==> src/rtl/systolic_pe_pkg.sv <==
// Shared definitions for the systolic processing element.
//   pe_state_t         : PE controller states (IDLE, ACCUM, DRAIN)
//   DEFAULT_DATA_WIDTH : default operand width of the A/B paths
//   DEFAULT_ACC_WIDTH  : default accumulator / C-path width
package systolic_pkg;

  localparam int DEFAULT_DATA_WIDTH = 8;
  localparam int DEFAULT_ACC_WIDTH  = 32;

  typedef enum logic [1:0] {
    IDLE  = 2'd0,
    ACCUM = 2'd1,
    DRAIN = 2'd2
  } pe_state_t;

endpackage

==> src/rtl/systolic_pe_sat_add.sv <==
// Combinational accumulator adder with overflow detection.
// The result either clamps to the representable range or wraps,
// depending on SATURATE.
//   a, b : WIDTH-bit addends (two's complement when SIGNED=1)
//   sum  : WIDTH-bit clamped or wrapped result
//   ovf  : high when the true sum does not fit in WIDTH bits
module pe_sat_add #(
  parameter int WIDTH    = 32,
  parameter int SIGNED   = 1,
  parameter int SATURATE = 1
) (
  input  logic [WIDTH-1:0] a,
  input  logic [WIDTH-1:0] b,
  output logic [WIDTH-1:0] sum,
  output logic             ovf
);

  logic [WIDTH:0]   ext_sum;
  logic [WIDTH-1:0] raw;
  logic             signed_ovf;
  logic             carry;
  logic [WIDTH-1:0] sat_value;

  assign ext_sum = {1'b0, a} + {1'b0, b};
  assign raw     = ext_sum[WIDTH-1:0];
  assign carry   = ext_sum[WIDTH];

  // Two's-complement overflow: equal operand signs, result sign differs.
  assign signed_ovf = (a[WIDTH-1] == b[WIDTH-1]) && (raw[WIDTH-1] != a[WIDTH-1]);

  // Overflow detection and clamp value selection.
  always_comb begin
    ovf = (SIGNED != 0) ? signed_ovf : carry;
    if (SIGNED != 0) begin
      // The overflow direction follows the (shared) operand sign.
      if (a[WIDTH-1]) begin
        sat_value = {1'b1, {(WIDTH-1){1'b0}}};
      end else begin
        sat_value = {1'b0, {(WIDTH-1){1'b1}}};
      end
    end else begin
      sat_value = {WIDTH{1'b1}};
    end
    if ((SATURATE != 0) && ovf) begin
      sum = sat_value;
    end else begin
      sum = raw;
    end
  end

endmodule

==> src/rtl/systolic_pe.sv <==
// Systolic-array processing element: multiply-accumulate of streaming
// A/B operands with registered pass-through, and a drain phase that emits
// the local result followed by CHAIN_POS forwarded upstream results.
//   clk, rst                  : clock, asynchronous active-low reset
//   a_in/a_valid_in           : row operand in, forwarded as a_out/a_valid_out
//   b_in/b_valid_in           : column operand in, forwarded as b_out/b_valid_out
//   acc_clr                   : current MAC loads the product instead of adding
//   drain                     : pulse that starts the result drain
//   c_in/c_valid_in           : upstream drain data
//   c_out/c_valid_out         : drain output
//   ovf                       : sticky accumulator overflow flag
//   busy                      : high while draining
module systolic_pe
  import systolic_pkg::*;
#(
  parameter int DATA_WIDTH = DEFAULT_DATA_WIDTH,
  parameter int ACC_WIDTH  = DEFAULT_ACC_WIDTH,
  parameter int SIGNED     = 1,
  parameter int SATURATE   = 1,
  parameter int CHAIN_POS  = 0
) (
  input  logic                  clk,
  input  logic                  rst,
  input  logic [DATA_WIDTH-1:0] a_in,
  input  logic                  a_valid_in,
  input  logic [DATA_WIDTH-1:0] b_in,
  input  logic                  b_valid_in,
  input  logic                  acc_clr,
  input  logic                  drain,
  input  logic [ACC_WIDTH-1:0]  c_in,
  input  logic                  c_valid_in,
  output logic [DATA_WIDTH-1:0] a_out,
  output logic                  a_valid_out,
  output logic [DATA_WIDTH-1:0] b_out,
  output logic                  b_valid_out,
  output logic [ACC_WIDTH-1:0]  c_out,
  output logic                  c_valid_out,
  output logic                  ovf,
  output logic                  busy
);

  localparam int CNT_W = (CHAIN_POS > 0) ? $clog2(CHAIN_POS + 1) : 1;

  pe_state_t            state, state_nxt;
  logic [ACC_WIDTH-1:0] acc, acc_nxt;
  logic                 ovf_nxt;
  logic [CNT_W-1:0]     cnt, cnt_nxt;
  logic [ACC_WIDTH-1:0] c_out_nxt;
  logic                 c_valid_nxt;

  logic                 mac;
  logic [ACC_WIDTH-1:0] a_ext, b_ext, product;
  logic [ACC_WIDTH-1:0] add_sum;
  logic                 add_ovf;
  logic [ACC_WIDTH-1:0] acc_mac;
  logic                 ovf_mac;

  assign mac  = a_valid_in & b_valid_in & (state != DRAIN);
  assign busy = (state == DRAIN);

  // Operand extension to accumulator width. The low ACC_WIDTH bits of the
  // extended product equal the exact 2*DATA_WIDTH product, extended.
  always_comb begin
    if (SIGNED != 0) begin
      a_ext = {{(ACC_WIDTH-DATA_WIDTH){a_in[DATA_WIDTH-1]}}, a_in};
      b_ext = {{(ACC_WIDTH-DATA_WIDTH){b_in[DATA_WIDTH-1]}}, b_in};
    end else begin
      a_ext = {{(ACC_WIDTH-DATA_WIDTH){1'b0}}, a_in};
      b_ext = {{(ACC_WIDTH-DATA_WIDTH){1'b0}}, b_in};
    end
    product = a_ext * b_ext;
  end

  pe_sat_add #(
    .WIDTH    (ACC_WIDTH),
    .SIGNED   (SIGNED),
    .SATURATE (SATURATE)
  ) u_add (
    .a   (acc),
    .b   (product),
    .sum (add_sum),
    .ovf (add_ovf)
  );

  // A product load can never overflow, so acc_clr clears the sticky flag.
  assign acc_mac = acc_clr ? product : add_sum;
  assign ovf_mac = acc_clr ? 1'b0 : (ovf | add_ovf);

  // Operand pass-through registers, active in every state.
  always_ff @(posedge clk or negedge rst) begin
    if (!rst) begin
      a_out       <= {DATA_WIDTH{1'b0}};
      a_valid_out <= 1'b0;
      b_out       <= {DATA_WIDTH{1'b0}};
      b_valid_out <= 1'b0;
    end else begin
      a_out       <= a_in;
      a_valid_out <= a_valid_in;
      b_out       <= b_in;
      b_valid_out <= b_valid_in;
    end
  end

  // Controller, accumulator and drain-counter state registers.
  always_ff @(posedge clk or negedge rst) begin
    if (!rst) begin
      state       <= IDLE;
      acc         <= {ACC_WIDTH{1'b0}};
      ovf         <= 1'b0;
      cnt         <= {CNT_W{1'b0}};
      c_out       <= {ACC_WIDTH{1'b0}};
      c_valid_out <= 1'b0;
    end else begin
      state       <= state_nxt;
      acc         <= acc_nxt;
      ovf         <= ovf_nxt;
      cnt         <= cnt_nxt;
      c_out       <= c_out_nxt;
      c_valid_out <= c_valid_nxt;
    end
  end

  // Next-state logic: MAC, drain start, and forwarding of upstream results.
  always_comb begin
    state_nxt   = state;
    acc_nxt     = acc;
    ovf_nxt     = ovf;
    cnt_nxt     = cnt;
    c_out_nxt   = c_out;
    c_valid_nxt = 1'b0;
    case (state)
      IDLE, ACCUM: begin
        if (mac) begin
          acc_nxt = acc_mac;
          ovf_nxt = ovf_mac;
        end else begin
          acc_nxt = acc;
          ovf_nxt = ovf;
        end
        // A coincident MAC lands first, so the drained value includes it.
        if (drain) begin
          state_nxt   = DRAIN;
          cnt_nxt     = CNT_W'(CHAIN_POS);
          c_out_nxt   = acc_nxt;
          c_valid_nxt = 1'b1;
        end else if (mac) begin
          state_nxt = ACCUM;
        end else begin
          state_nxt = state;
        end
      end
      DRAIN: begin
        if (cnt != {CNT_W{1'b0}}) begin
          cnt_nxt     = cnt - CNT_W'(1);
          c_out_nxt   = c_in;
          c_valid_nxt = c_valid_in;
        end else begin
          state_nxt = IDLE;
          acc_nxt   = {ACC_WIDTH{1'b0}};
        end
      end
      default: begin
        state_nxt = IDLE;
      end
    endcase
  end

endmodule

==> config.mk <==
export PLATFORM = sky130hd
export DESIGN_NAME = systolic_pe
export DESIGN_NICKNAME = d
export VERILOG_FILES = /design/src/rtl/systolic_pe_pkg.sv /design/src/rtl/systolic_pe_sat_add.sv /design/src/rtl/systolic_pe.sv
export SDC_FILE = /design/constraint.sdc
export NUM_CORES = 1
export LEC_CHECK = 0
export ABC_AREA = 1
export CAP_MARGIN = 20
export CORE_UTILIZATION = 60
export CTS_CLUSTER_DIAMETER = 60
export DETAILED_ROUTE_END_ITERATION = 8
export DONT_BUFFER_PORTS = 1
export PLACE_DENSITY = 0.79
export SYNTH_ARGS = -nofsm -noshare
export SYNTH_HDL_FRONTEND = slang
export SYNTH_SLANG_ARGS = --single-unit
export TNS_END_PERCENT = 30
==> constraint.sdc <==
create_clock -name clk -period 2.1 [get_ports clk]
set_input_delay 0.42 -clock clk [delete_from_list [all_inputs] [get_ports clk]]
set_output_delay 0.42 -clock clk [all_outputs]
set_load 0.005 [all_outputs]
Fig. 1: clock distribution
Scale: 4 px per um.
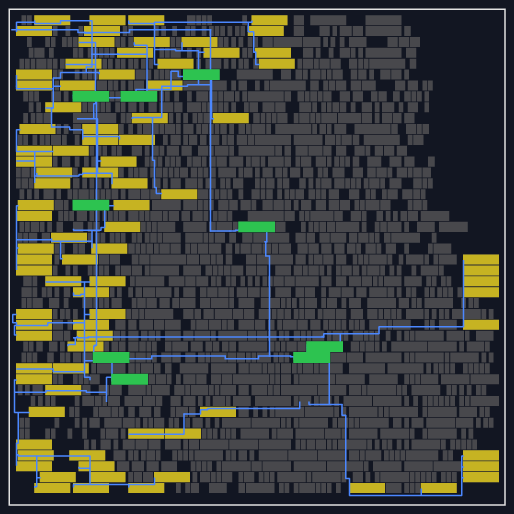
[blue] clock wires | length: 1240 um
[green] cells driving clock nets | count: 9
[yellow] flip-flops | count: 86
routed clock nets: 10
flops lie: spread over the die
Max Clock Skew: 0.0127 ns

Fig. 2: cell classes on the final placement
Scale: 2 px per um. Fill, decap, tap and diode cells in grey.
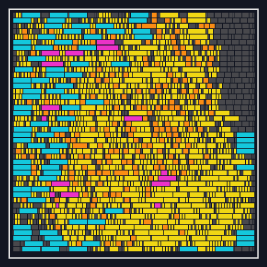
| colour | class | cells |
|---|---|---|
| cyan | flops | 86 |
| yellow | all other logic | 1168 |
| magenta | clock drivers and dummy loads | 16 |
| orange | other buffers and delay cells | 193 |
standard-cell row count: 44
sequential fraction of total cell area: 0.187
share of the core filled with cells in the final layout: 0.795
final cell area excluding filler cells: 0.0115 sq mm
area of the placeable core: 0.0145 sq mm

Fig. 3: wiring by layer
Scale: 3 px per um. Only two layers are drawn.
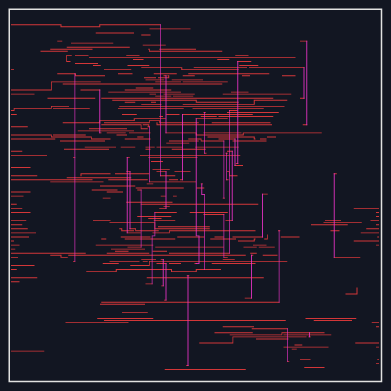
| colour | layer | wire length |
|---|---|---|
| magenta | met4 | 717 um |
| red | met3 | 3110 um |
Routed Wire Length: 28200 um
overall fraction of global-route tracks in use: 0.376
wire length per cell: 17.1 um
detailed-route via count: 9154

==> job_summary.md <==
### Flow metrics

| Metric | Value |
|---|---|
| Outcome | finished, violations left |
| Failing checks | negative hold slack, negative setup slack |
| Worst R2R Setup Slack | -0.54 ns |
| Final number of max-transition violations | 0 |
| ANT cells | 0 |
| Setup-violating endpoint count in the final report | 65 |
| Tally of clock buffers in the finished layout | 10 |
| Adder-cell area share of the yosys netlist | 0.211 |
| Dominant non-sequential cell family after synthesis | simple AND/OR/NAND/NOR gates |
| Vias in the first global route | 8808 |
| Number of combinational gates with multiple inputs | 945 |
| Weighted congestion at the end of routability-driven global placement | 1.00 |
| Synthesized instance count | 1290 |
| Cells resized by post-CTS repair | 50 |
| Worst-Skew Late Latency | 0.35 ns |
| Reported max-cap violation count | 0 |
| Ratio of final minimum period to clock period | 2.71 |
| Setup total negative slack | -228.40 ns |
| X dimension of the die | 124 um |
| Met2 WL | 12900 um |
| Worst flop-to-flop path endpoint | c_out[13] |
| Slowest library cell on the worst path | sky130_fd_sc_hd__fa_1 |
| Final clock-cell share | 0.0279 |
| Most frequent standard cell in the layout excluding fill and tap cells | sky130_fd_sc_hd__nand2_1 |
| Number of buffers on the longest clock path | 2 |
| Synth warnings | 0 |
| Largest incremental delay on the critical path | 0.53 ns |
| Met3 Wirelength | 3110 um |
| Crit path from | b_in[7] |
| Number of stages on the worst setup path | 31 |
| Chip area estimate from yosys synthesis | 0.00887 sq mm |
| Total of fill cells in the finished design | 941 |
| Buf+Inv Stages, Crit Path | 4 |
| GR Layer Usage met1 | 0.513 |
| Number of distinct standard cells referenced by the synthesized netlist | 39 |
| Top flop regs | acc (32), c_out (32) |
| Top cells by area in the synthesized netlist | sky130_fd_sc_hd__dfrtp_1, sky130_fd_sc_hd__nand2_1, sky130_fd_sc_hd__fa_1 |
| Multi-input logic portion of the cell area | 0.560 |
| Post-DP HPWL | 20000 um |
| Storage cell area | 0.00215 sq mm |
| Dominant kind of cell by area | logic gates |
| First DRT Iteration DRCs | 1060 |
| Share of async-settable or async-resettable flops after synthesis | 1.00 |
| Worst Max-Slew Pin Slew | 0.565 ns |
| Most numerous cell types in the synthesized netlist | sky130_fd_sc_hd__nand2_1, sky130_fd_sc_hd__inv_1, sky130_fd_sc_hd__dfrtp_1 |
| Flip-flop and latch count after synthesis | 86 |
| Cell at the root of the clock tree | sky130_fd_sc_hd__clkbuf_16 |
| Sequential share of the synthesized area | 0.243 |
| Number of search-and-repair iterations in the first detailed-routing pass | 6 |
| Area fraction in and, or, nand and nor cells | 0.326 |
| Layout Area Growth over Synthesis | 29.8% |
| Worst path top cell family by delay | adder cells |
| Cells on worst reg2reg path | 14 |
| Minimum clock period | 5.68 ns |
| Worst hold-check slack | -0.243 ns |
| Worst-case setup margin in the final layout | -3.58 ns |
| Number of buffers inserted by port buffering | 0 |
| Number of well-tap cells placed | 184 |
| Cell count listed in synth_stat.txt | 1290 |
| Worst setup path category | primary input to flop |
| Top library cells by usage in the layout, fill and taps aside | sky130_fd_sc_hd__nand2_1, sky130_fd_sc_hd__inv_1, sky130_fd_sc_hd__buf_4, sky130_fd_sc_hd__dfrtp_1, sky130_fd_sc_hd__nor2_1 |
| Clock-pin slew on the worst setup and hold paths | 0.07 ns |
| Net count after synthesis | 1461 |
| Number of endpoints with negative hold slack in the final report | 86 |
| Area of the mapped netlist | 0.00887 sq mm |
| Floorplan-stage core utilization | 0.613 |
| Crit path top cell by count | sky130_fd_sc_hd__nand2_1 |
| Most used routing layer in global routing | met2 |
| Min-delay worst type | primary input to asynchronous set/reset pin |
| TritonCTS Sinks | 86 |
| Pin count of the biggest net entering global routing | 87 |
| Post-placement cell area | 0.0107 sq mm |
